[config.mk]
export PLATFORM = sky130hd
export DESIGN_NAME = booth_acc_stage
export DESIGN_NICKNAME = d
export VERILOG_FILES = /design/src/rtl/booth_acc_stage.sv
export SDC_FILE = /design/constraint.sdc
export NUM_CORES = 1
export LEC_CHECK = 0
export ABC_AREA = 1
export CAP_MARGIN = 30
export CORE_ASPECT_RATIO = 1.1
export CORE_UTILIZATION = 43
export CTS_CLUSTER_SIZE = 8
export DETAILED_ROUTE_END_ITERATION = 16
export PLACE_DENSITY = 0.64
export SETUP_SLACK_MARGIN = 0.5
export SYNTH_ARGS = -nofsm -noshare
export SYNTH_HDL_FRONTEND = slang
export SYNTH_SLANG_ARGS = --single-unit
[constraint.sdc]
create_clock -name clk -period 2.44 [get_ports clk]
set_clock_uncertainty 0.1 [all_clocks]
set_input_delay 0.488 -clock clk [delete_from_list [all_inputs] [get_ports clk]]
set_output_delay 0.488 -clock clk [all_outputs]
set_load 0.05 [all_outputs]
[src/rtl/booth_acc_stage.sv]
`default_nettype none
// ----------------------------------------------------------------------------
// booth_acc_stage : saturating block accumulator for signed Booth products
// Rev 1.0 - initial release
// ----------------------------------------------------------------------------
module booth_acc_stage #(
  parameter int PW = 16,
  parameter int AW = 24,
  parameter int CW = 8
) (
  input  logic          clk,
  input  logic          rst_n,
  input  logic          clr,
  input  logic [CW-1:0] len,
  input  logic          in_valid,
  output logic          in_ready,
  input  logic [PW-1:0] in_prod,
  output logic          out_valid,
  input  logic          out_ready,
  output logic [AW-1:0] out_acc,
  output logic          out_sat
);

  typedef enum logic [0:0] {
    ST_ACC  = 1'b0,
    ST_HOLD = 1'b1
  } state_t;

  localparam logic [AW-1:0] ACC_MAX = {1'b0, {(AW-1){1'b1}}};
  localparam logic [AW-1:0] ACC_MIN = {1'b1, {(AW-1){1'b0}}};

  state_t        state_q, state_d;
  logic [AW-1:0] acc_q, acc_d;
  logic [CW-1:0] cnt_q, cnt_d;
  logic [CW-1:0] len_q, len_d;
  logic          sat_q, sat_d;
  logic [AW-1:0] out_acc_q, out_acc_d;
  logic          out_sat_q, out_sat_d;

  logic [AW:0]   sum;
  logic [AW-1:0] acc_clamped;
  logic          sat_new;
  logic [CW-1:0] cnt_inc;
  logic [CW-1:0] len_eff;

  // One guard bit is enough: AW > PW, so the AW+1 sum cannot wrap.
  always_comb begin
    sum         = {{(AW+1-PW){in_prod[PW-1]}}, in_prod} + {acc_q[AW-1], acc_q};
    acc_clamped = sum[AW-1:0];
    sat_new     = sat_q;
    if (sum[AW] != sum[AW-1]) begin
      acc_clamped = sum[AW] ? ACC_MIN : ACC_MAX;
      sat_new     = 1'b1;
    end
    cnt_inc = cnt_q + CW'(1);
    len_eff = len_q;
    if (cnt_q == '0) begin
      len_eff = (len == '0) ? CW'(1) : len;
    end
  end

  always_comb begin
    state_d   = state_q;
    acc_d     = acc_q;
    cnt_d     = cnt_q;
    len_d     = len_q;
    sat_d     = sat_q;
    out_acc_d = out_acc_q;
    out_sat_d = out_sat_q;
    if (clr) begin
      state_d   = ST_ACC;
      acc_d     = '0;
      cnt_d     = '0;
      len_d     = '0;
      sat_d     = 1'b0;
      out_acc_d = '0;
      out_sat_d = 1'b0;
    end else if (state_q == ST_ACC) begin
      if (in_valid) begin
        acc_d = acc_clamped;
        sat_d = sat_new;
        cnt_d = cnt_inc;
        len_d = len_eff;
        if (cnt_inc == len_eff) begin
          state_d   = ST_HOLD;
          out_acc_d = acc_clamped;
          out_sat_d = sat_new;
        end
      end
    end else begin
      if (out_ready) begin
        state_d = ST_ACC;
        acc_d   = '0;
        cnt_d   = '0;
        sat_d   = 1'b0;
      end
    end
  end

  always_ff @(posedge clk or negedge rst_n) begin
    if (!rst_n) begin
      state_q   <= ST_ACC;
      acc_q     <= '0;
      cnt_q     <= '0;
      len_q     <= '0;
      sat_q     <= 1'b0;
      out_acc_q <= '0;
      out_sat_q <= 1'b0;
    end else begin
      state_q   <= state_d;
      acc_q     <= acc_d;
      cnt_q     <= cnt_d;
      len_q     <= len_d;
      sat_q     <= sat_d;
      out_acc_q <= out_acc_d;
      out_sat_q <= out_sat_d;
    end
  end

  assign in_ready  = (state_q == ST_ACC);
  assign out_valid = (state_q == ST_HOLD);
  assign out_acc   = out_acc_q;
  assign out_sat   = out_sat_q;

endmodule
`default_nettype wire
### Signal wires on met4, run 1

Scale bar: 20 µm.
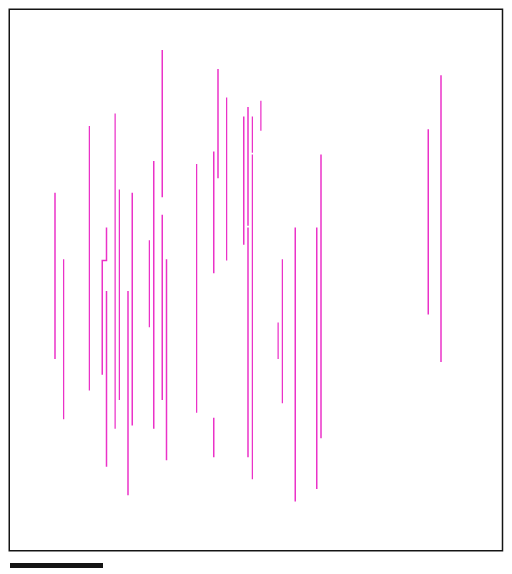
main direction: vertical
wire length on this layer: 1,230 µm
nets with wire on the layer: 32
share of all routed wire: 6.7%
final WL: 18,500 µm
Vias: 5,857

### Routed metal, one colour a layer, run 1

Two of the layers only.
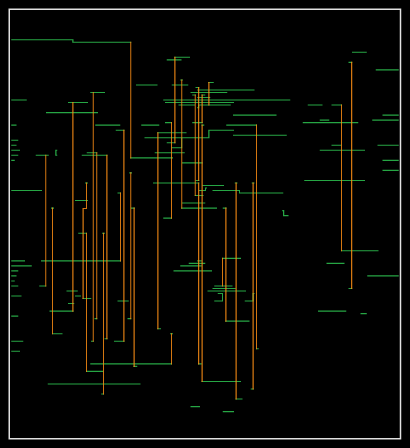
| colour | layer | wire length |
|---|---|---|
| orange | M4 | 1,230 µm |
| green | M3 | 716 µm |
WL per Instance: 16.4 µm
total track usage: 29.0%

==> run_results.csv, run 1 <==
group,metric,value,unit
timing,hold_viol_final,0,
critical_path,crit_fanout,5,
clock_tree,cts_tree,"yes",
synth,synth_warnings,0,
synth,ys_sh_mux,0,%
critical_path,path_class,"input port to flop",
timing,fin_tns_setup,0,ns
critical_path,r2r_cells,14,
finish,buffer_area_share,22.6,%
synth,logic_family,"simple AND/OR/NAND/NOR gates",
critical_path,startpoint_type,"input port",
routing,viasPerCell,5.18,
timing,rsz0062_at_grt,"true",
clock_tree,clk_pin_slew,0.06,ns
min_path,min_path_type,"input port to asynchronous set/reset pin",
critical_path,slowest_stage,"fa_2",
die,row_count,41,
critical_path,arrival,2.51,ns
finish,final-clk-cell-share,3.89,%
critical_path,cp-end-kind,"flop",
critical_path,ff2ff_setup_slack,0.04,ns
finish,logic_area,3940,µm²
global_route,grt_max_degree,31,
synth,aoi_share,6.50,%
synth,ys_types,33,
finish,multiInputCombCellCount,594,
synth,yosys_register_bits,67,
finish,inverters,98,
critical_path,slowest_delay,0.34,ns
routing,wl_met2,9680,µm
synth,top_area_cell,"dfrtp_1",
global_route,grt_pass1_vias,5632,
routing,firstDrtPassIters,5,
run_status,status,"complete, no violations",
clock_tree,clk-insertion-delay-late,0.33,ns
synth,ys_sh_adder,6.82,%
timing,setup_violations,0,
clock_tree,ctsRootBufferMaster,"clkbuf_16",
finish,clock_buffer_count,9,
clock_tree,clk_path_buf_depth,2,
critical_path,cp.buffers_inverters,3,
clock_tree,cts.sinks,67,
die,n_tap_cell,150,
timing,timing.final.crit_share,98.3,%
finish,area_growth,65.9,%
timing,worstMarginPinSlew,0.926,ns
finish,drive_gt1_share,37.0,%
synth,simple_gate_area_share,41.1,%
finish,diodes,0,
critical_path,critical_path_required,2.55,ns
power,p_leak,4.50,nW
die,fp.dieH,116,µm
synth,synth.avg_cell_area,6.52,µm²
die,floorplan.core_util,44.1,%
flow_run,maxCapViolations,0,
synth,edf_count,0,
die,coreArea,11500,µm²
critical_path,cp_top_family,"simple AND/OR/NAND/NOR gates",
synth,flop_cell,"dfrtp_1",
global_route,antenna_found_initial,0,
routing,final_antenna_net_count,0,
clock_tree,cts_setup_buffers,15,
timing,period_needed,2.40,ns
critical_path,path_cells,"dlygate4sd2_1 > ha_4 > fa_2 > nand2_2 > nand2_2 > nand3_2 > nand2_4 > nand2_4 > nand4_1 > nand2_4 > nand2_8 > clkbuf_16 > buf_4 > nand3_2 > nand2_1",
clock_tree,cts_made_buffers,9,
placement,gp_congestion,0.955,
finish,fillers,859,
finish,nonClockBufferCount,205,
finish,layout_top_cell,"nand2_1",
timing,slew_headroom,38.2,%
die,ios,56,
global_route,grt_pass1_wl,27100,µm
critical_path,path_depth,15,
flow_run,tool_warnings,30,
clock_tree,htree_levels,3,
finish,final_cell_mix,"265 x nand2_1, 123 x buf_4, 90 x inv_1",
synth,ys_seq_share,33.1,%
die,die_w,105,µm
finish,dominant_cells,"combinational gates",
synth,fp_nets,833,
finish,comb_area_share,46.9,%
synth,synthArstFlopShare,100,%
clock_tree,cts_resized,149,
die,die_area,12200,µm²
power,power.total,6.85,mW
critical_path,critical_path.most_common_cell,"nand2_4",
routing,highest_layer,"met4",
synth,ys_sh_xor,2.59,%
### Congestion heat map, run 1

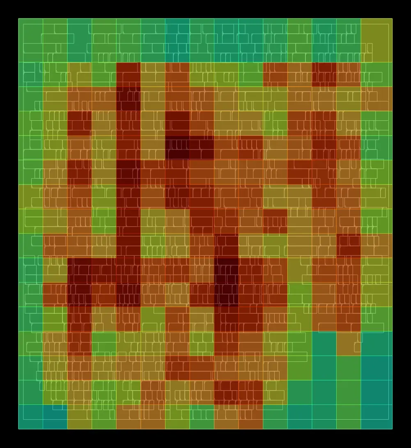
Finished Core Util: 73.1%
met2 Resource Use GR: 54.8%
M1 GR Usage: 29.8%
met3 Use GR: 4.61%
global route hottest layer: met2

### Where the registers sit, run 1

Scale bar: 20 µm. Other sequential cells in the stronger grey, the rest of the logic in the fainter grey.
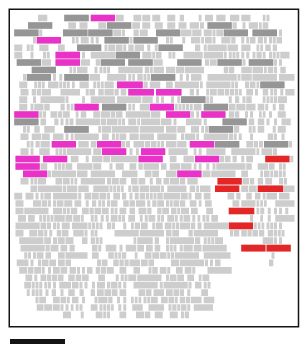
| colour | netlist name | sequential cells |
|---|---|---|
| red | `cnt_q` | 8 |
| magenta | `acc_q` | 24 |
not coloured: 35
seq pwr: 1.40 mW
flop share of the area: 20.0%
Reg area: 1680 µm²

run 1: stage by stage:
| step | cell area [µm²] | hold slack (ns) | setup WS (ns) | utilization, % | cells |
|---|---|---|---|---|---|
| global placement | 6750 | 0.362 | -0.580 | 58.7 | 1078 |
| finish | 8400 | 0.0559 | 0.0419 | 73.1 | 1130 |
| detailed placement | 6750 | 0.365 | -0.633 | 58.7 | 1078 |
| global route | 8400 | 0.0924 | -0.00405 | 73.1 | 1130 |
| floorplan | 5270 | 0.0924 | 0.149 | - | 777 |
| CTS | 7800 | 0.0645 | 0.116 | 67.9 | 1113 |
run 1: power by group:
part | internal (mW) | leakage, nW | switching (mW)
logic | 1.90 | 3.45 | 2.12
clock network | 0.902 | 0.152 | 0.529
registers | 1.24 | 0.905 | 0.162
run 1: synth_stat cells (6+ instances only):
cell type / n
o21ai_0: 12
xnor2_1: 10
nand3_1: 74
o22ai_1: 12
nand4_1: 15
a21oi_1: 26
nand2_1: 334
buf_6: 7
nand2_2: 6
inv_1: 95
nor2_1: 43
dfrtp_1: 67
buf_2: 6
ha_1: 26
run 1: flip-flops by register name, summed over array words and instances (netlist names):
| signal | cells |
|---|---|
| acc_q | 24 |
| out_acc | 24 |
| cnt_q | 8 |
| len_q | 8 |
| out_sat | 1 |
| out_valid | 1 |
| sat_q | 1 |
run 1: worst paths after layout:
path	startpoint	end
min in group clk	out_acc[15]$_DFFE_PN0P_	out_acc[15]$_DFFE_PN0P_
min	rst_n	acc_q[20]$_DFFE_PN0P_
min reg2reg	out_acc[15]$_DFFE_PN0P_	out_acc[15]$_DFFE_PN0P_
max	in_prod[0]	out_acc[12]$_DFFE_PN0P_
max in group asynchronous	rst_n	cnt_q[2]$_DFFE_PN0P_
max reg2reg	acc_q[0]$_DFFE_PN0P_	out_acc[12]$_DFFE_PN0P_
### Logic cells by family, run 1

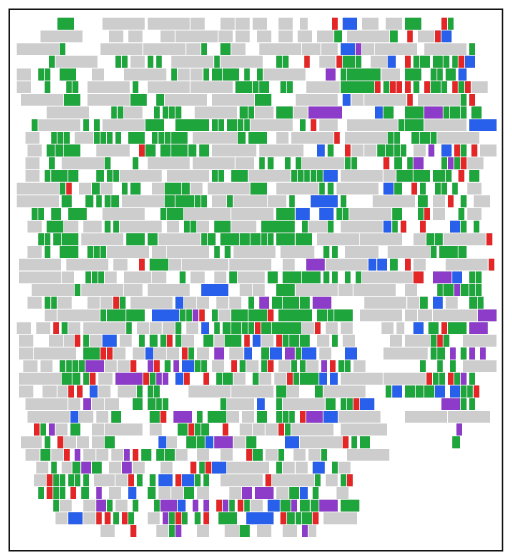

==> inputs of run 2 (changes only) <==
Settings changed: ABC_CLOCK_PERIOD_IN_PS from default to 2610, PLACE_DENSITY 0.64 to 0.62.
Clock period 2.44 ns to 2.61 ns, I/O delays scaled along.
### Logic cells by family, run 2

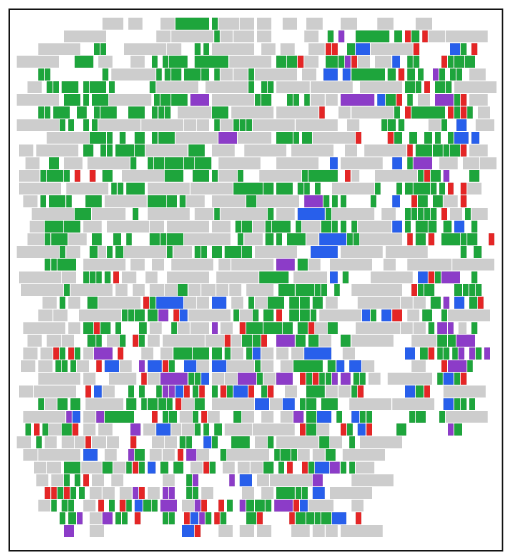
| colour | family | cells | where |
|---|---|---|---|
| green | nand cells | 439 | all over the die |
| blue | aoi and oai cells | 59 | all over the die |
| red | inv cells | 98 | all over the die |
| purple | nor cells | 54 | all over the die |
Top cell excl fill/tap: nand2_1
Non-Filler Instances: 1,138
Comb area share: 47.8%

==> run_results.csv, run 2 <==
group,metric,value,unit
placement,pre_cts_ws,-0.502,ns
synth,edf_count,0,
routing,wl_per_cell,16.8,µm
finish,drive_gt1_share,39.0,%
die,die_area,12200,µm²
synth,synth_area,5060,µm²
routing,met1Wirelength,7140,µm
routing,viasPerCell,5.29,
synth,flop_cell,"dfrtp_1",
timing,hold_ws,0.121,ns
min_path,min_path_type,"input port to asynchronous set/reset pin",
finish,final_cell_mix,"256 x nand2_1, 124 x buf_4, 92 x inv_1",
synth,synth_warnings,0,
synth,ys_types,33,
power,vdd_drop_max,522,µV
critical_path,cp-end-kind,"flop",
critical_path,critical_path_required,2.73,ns
placement,hpwl,12600,µm
critical_path,startpoint_type,"input port",
synth,top_area_share,33.1,%
clock_tree,clk_pin_slew,0.06,ns
synth,synth_stat.cells,777,
critical_path,r2r_end,"acc_q[15]$_DFFE_PN0P_",
routing,firstDrtPassIters,5,
clock_tree,cts_tree,"yes",
timing,slew_headroom,44.3,%
die,die_w,105,µm
synth,top_area_cell,"dfrtp_1",
die,ios,56,
critical_path,cp-startpoint,"in_prod[15]",
timing,setup_ws,0.175,ns
synth,top_cell,"nand2_1",
placement,gp_congestion,0.940,
global_route,grt_pass1_vias,5953,
critical_path,ff2ff_setup_slack,0.19,ns
power,p_leak,4.51,nW
timing,period_needed,2.43,ns
die,fp.dieH,116,µm
timing,timing.final.crit_share,93.3,%
synth,netlist_top_cells_count,"334 x nand2_1, 95 x inv_1, 74 x nand3_1, 67 x dfrtp_1, 43 x nor2_1",
clock_tree,clk-insertion-delay-late,0.34,ns
clock_tree,cts.sinks,67,
global_route,antenna_found_initial,0,
placement,dp.cells,1073,
critical_path,r2r_cells,11,
critical_path,crit_end,"acc_q[15]$_DFFE_PN0P_",
timing,setup_violations,0,
global_route,met1_usage,32.5,%
critical_path,slowest_delay,0.25,ns
critical_path,slowest_stage,"ha_4",
routing,vias,6023,
global_route,grt_pass1_wl,29000,µm
routing,wl_met2,10100,µm
synth,syn_inst,777,
global_route,grt_max_degree,33,
synth,yosys_register_bits,67,
routing,final_antenna_net_count,0,
run_status,status,"complete, no violations",
critical_path,path_cells,"clkdlybuf4s15_2 > buf_8 > ha_4 > a21oi_2 > nand2_1 > a21oi_2 > nand4_1 > nand2_2 > nand2_4 > buf_4 > clkbuf_16 > nand3_1 > nand2_1",
routing,first_iter_violations,457,
finish,diodes,0,
routing,remaining_drc_errors,0,
critical_path,cp.buffers_inverters,4,
flow_run,tool_warnings,30,
clock_tree,htree_levels,3,
synth,synth.area.top_cells,"dfrtp_1 33%, nand2_1 25%, nand3_1 7.3%",
critical_path,crit_fanout,5,
clock_tree,hold_buffers,0,
synth,ys_seq_share,33.1,%
timing,rsz0062_at_grt,"true",
global_route,top_usage_layer,"met2",
timing,worstMarginPinSlew,0.835,ns
global_route,gr-total-overflow,0,
finish,area_growth,67.3,%
clock_tree,ctsRootBufferMaster,"clkbuf_16",
critical_path,path_class,"input port to flop",
global_route,grt_use_met3,3.77,%
timing,hold_viol_final,0,
critical_path,cp_top_family,"buffers and inverters",
die,floorplan.core_util,44.1,%
flow_run,maxCapViolations,0,
routing,highest_layer,"met4",
global_route,grtUsageTotal,31.0,%
power,power.density,758,nW/µm²
timing,fmax,0.411,GHz
synth,fp_nets,833,
die,coreArea,11500,µm²
critical_path,r2r_start,"acc_q[18]$_DFFE_PN0P_",
critical_path,path_depth,13,
clock_tree,clk_path_buf_depth,2,
clock_tree,cts_made_buffers,9,
synth,yosys_area,5060,µm²
finish,fin_nets,1039,
timing,slew_viol_final,0,
synth,synthArstFlopShare,100,%
global_route,met2_usage,59.3,%
placement,io_buffers,55,
power,power.total,6.42,mW
routing,dr_wl_met3,659,µm
die,row_count,41,
synth,synth.avg_cell_area,6.52,µm²
routing,detail_route.wirelength,19100,µm
critical_path,arrival,2.55,ns
## run 2: cell types whose count changed in the layout (fill, tap and decap cells not counted), sizes merged
| cell | change |
|---|---|
| clkinv | +2 |
| buf | +5 |
| nor2 | +2 |
| bufinv | -1 |
| inv | -1 |
| clkbuf | -3 |
| nand2 | +3 |
| clkinvlp | -1 |
| clkdlybuf4s15 | +1 |
| dlymetal6s2s | +3 |
| dlygate4sd2 | -2 |
## run 2: per-stage QoR
step | area (µm²) | TNS [ns] | utilization [%]
4_1_cts | 8060 | 0 | 70.2
2_1_floorplan | 5270 | 0 | -
3_5_place_dp | 6720 | -21.95 | 58.5
3_3_place_gp | 6720 | -19.06 | 58.5
6_report | 8470 | 0 | 73.7
5_1_grt | 8470 | 0 | 73.7
## run 2: timing repair
action / in CTS / in global routing
endpoints found under the setup margin: 74 / 55
gates cloned: 8 / 2
pin swaps: 81 / 55
hold endpoints to repair: 0 / 0
buffers inserted: 32 / 7
resized: 183 / 83
## run 2: cells by family after synthesis
| family | Yosys count | share of synthesized area [%] |
|---|---|---|
| buf+inv | 117 | 9.88 |
| simple gates | 492 | 41.1 |
| flops | 67 | 33.1 |
| compound gates | 59 | 6.50 |
| xor+xnor | 15 | 2.59 |
| fa+ha+maj | 27 | 6.82 |
## run 2: cell type report
cell class | count | area (µm²)
multi-input combinational | 599 | 4050
fill | 866 | 3020
timing repair buffer | 208 | 1880
clock buffer | 10 | 239
sequential | 67 | 1680
clock inverter | 6 | 65.1
inverter | 98 | 370
tap | 150 | 188
## run 2: report_power, final
| part | internal, mW | switching [mW] | total, mW | leakage, nW |
|---|---|---|---|---|
| clock network | 0.765 | 0.476 | 1.24 | 0.148 |
| logic | 1.81 | 2.05 | 3.86 | 3.46 |
| registers | 1.16 | 0.162 | 1.32 | 0.906 |
### Signal wires on met4, run 2

Scale bar: 20 µm.
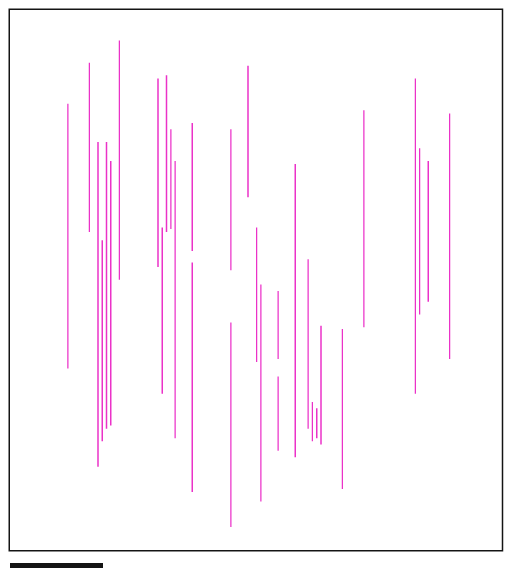

==> inputs of run 3 (changes only) <==
Settings changed: TNS_END_PERCENT from default to 50.
### Signal wires on met4, run 3

Scale bar: 20 µm.
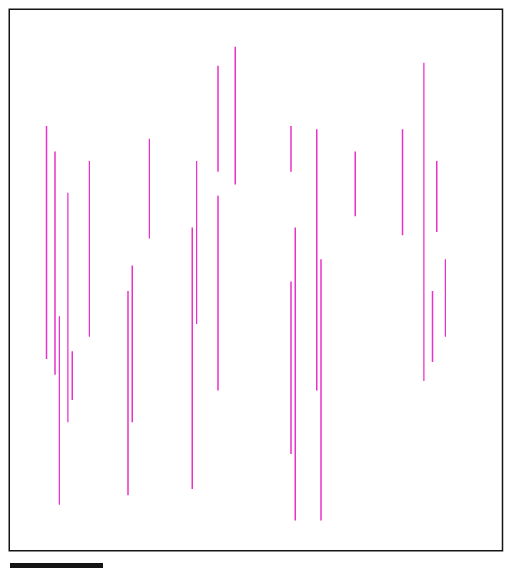
main direction: vertical
share of all routed wire: 5.2%
Vias: 5,700
final WL: 17,100 µm

==> run_results.csv, run 3 <==
group,metric,value,unit
critical_path,crit_fanout,3,
synth,yosys_register_bits,67,
global_route,grt_pass1_vias,5710,
power,vdd_drop_max,528,µV
finish,finalInstanceArea,8090,µm²
synth,fp_nets,833,
placement,io_buffers,55,
synth,synth_warnings,0,
synth,synth_stat.cells,777,
critical_path,startpoint_type,"input port",
finish,fin_nets,1020,
routing,highest_layer,"met4",
synth,synth_area,5060,µm²
global_route,met2_usage,53.3,%
finish,diodes,0,
global_route,top_usage_layer,"met2",
routing,first_iter_violations,285,
finish,area_growth,59.7,%
timing,rsz0062_at_grt,"true",
run_status,status,"complete, no violations",
power,power_switching,2.44,mW
power,p_int,3.78,mW
routing,remaining_drc_errors,0,
finish,layout_top_cell,"nand2_1",
clock_tree,cts_made_buffers,9,
timing,setup_ws,0.272,ns
placement,pre_cts_ws,-0.431,ns
timing,timing.final.crit_share,89.6,%
power,swShare,39.2,%
routing,wl_per_cell,15.3,µm
critical_path,cp_top_family,"simple AND/OR/NAND/NOR gates",
global_route,antenna_found_initial,0,
die,die_area,12200,µm²
clock_tree,hold_buffers,0,
power,power.density,769,nW/µm²
synth,ys_types,33,
synth,ys_seq_share,33.1,%
timing,setup_violations,0,
global_route,grtUsageTotal,28.5,%
placement,dp.cells,1072,
die,row_count,41,
finish,post-route-util,70.4,%
critical_path,cp-end-kind,"flop",
placement,gp_congestion,0.932,
timing,slew_viol_final,0,
die,ios,56,
die,die_w,105,µm
power,power.total,6.22,mW
critical_path,slowest_delay,0.34,ns
routing,dr_wl_met3,436,µm
die,fp.dieH,116,µm
routing,firstDrtPassIters,4,
clock_tree,cts_tree,"yes",
critical_path,path_class,"input port to flop",
synth,syn_inst,777,
power,p_leak,4.22,nW
synth,netlist_top_cells_count,"334 x nand2_1, 95 x inv_1, 74 x nand3_1, 67 x dfrtp_1, 43 x nor2_1",
flow_run,tool_warnings,30,
synth,edf_count,0,
finish,layout.cells.non_filler,1119,
critical_path,arrival,2.45,ns
global_route,gr-total-overflow,0,
timing,worstMarginPinSlew,0.510,ns
timing,fin_tns_setup,0,ns
routing,viasPerCell,5.09,
finish,fillers,909,
critical_path,slowest_stage,"fa_2",
global_route,grt_use_met3,4.50,%
clock_tree,ctsRootBufferMaster,"clkbuf_16",
routing,met1Wirelength,6710,µm
timing,period_needed,2.34,ns
global_route,grt_max_degree,37,
global_route,met1_usage,30.6,%
power,clkPwrFrac,23.0,%
synth,yosys_area,5060,µm²
clock_tree,clk_pin_slew,0.06,ns
timing,fmax,0.428,GHz
critical_path,path_cells,"dlygate4sd2_1 > ha_4 > fa_2 > nand2_2 > nand2_2 > nand3_2 > nand2_2 > nand2_2 > nand3_2 > nand2_1 > nand2_2 > buf_4 > nor2_4 > a21oi_2 > nand2_1 > nand2_1",
-- run 3: kinds of logic (layout without fill, tap and decap cells) --
group / after synthesis / count (layout) / synth area share, %
and+or+nand+nor: 492 / 493 / 41.1
buffers and inverters: 117 / 308 / 9.88
DFF: 67 / 67 / 33.1
AOI/OAI and AO/OA: 59 / 59 / 6.50
adders and majority gates: 27 / 27 / 6.82
xor gates and xnor gates: 15 / 15 / 2.59
-- run 3: path summary, 6_finish.rpt --
path | end | start | slack, ns | depth (start not counted)
worst max-delay path | acc_q[21]$_DFFE_PN0P_ | in_prod[0] | 0.27 | 16
worst min-delay path | len_q[7]$_DFFE_PN0P_ | rst_n | 0.002 | 1
worst max register to register | acc_q[21]$_DFFE_PN0P_ | acc_q[0]$_DFFE_PN0P_ | 0.27 | 15
worst min register to register | out_acc[10]$_DFFE_PN0P_ | out_acc[10]$_DFFE_PN0P_ | 0.37 | 2
max in group asynchronous | out_acc[23]$_DFFE_PN0P_ | rst_n | 1.79 | 2
min in group clk | out_acc[10]$_DFFE_PN0P_ | out_acc[10]$_DFFE_PN0P_ | 0.37 | 2
-- run 3: cell type report --
cell class / count / area [µm²] / area share (%)
Clock buffer: 10 / 239 / 2.96
Clock inverter: 6 / 113 / 1.39
Inverter: 98 / 368 / 4.55
Multi-Input combinational cell: 594 / 3680 / 45.6
Sequential cell: 67 / 1680 / 20.8
Tap cell: 150 / 188 / 2.32
Timing Repair Buffer: 194 / 1810 / 22.4
-- run 3: timing repair --
| item | in CTS | in global routing |
|---|---|---|
| cloned | 4 | 3 |
| endpoints found under the setup margin | 70 | 78 |
| gates resized | 118 | 53 |
| pin swaps | 64 | 28 |
| setup buffers | 21 | 3 |
Power figures rest on the tool's default switching activity, not on a simulated workload.
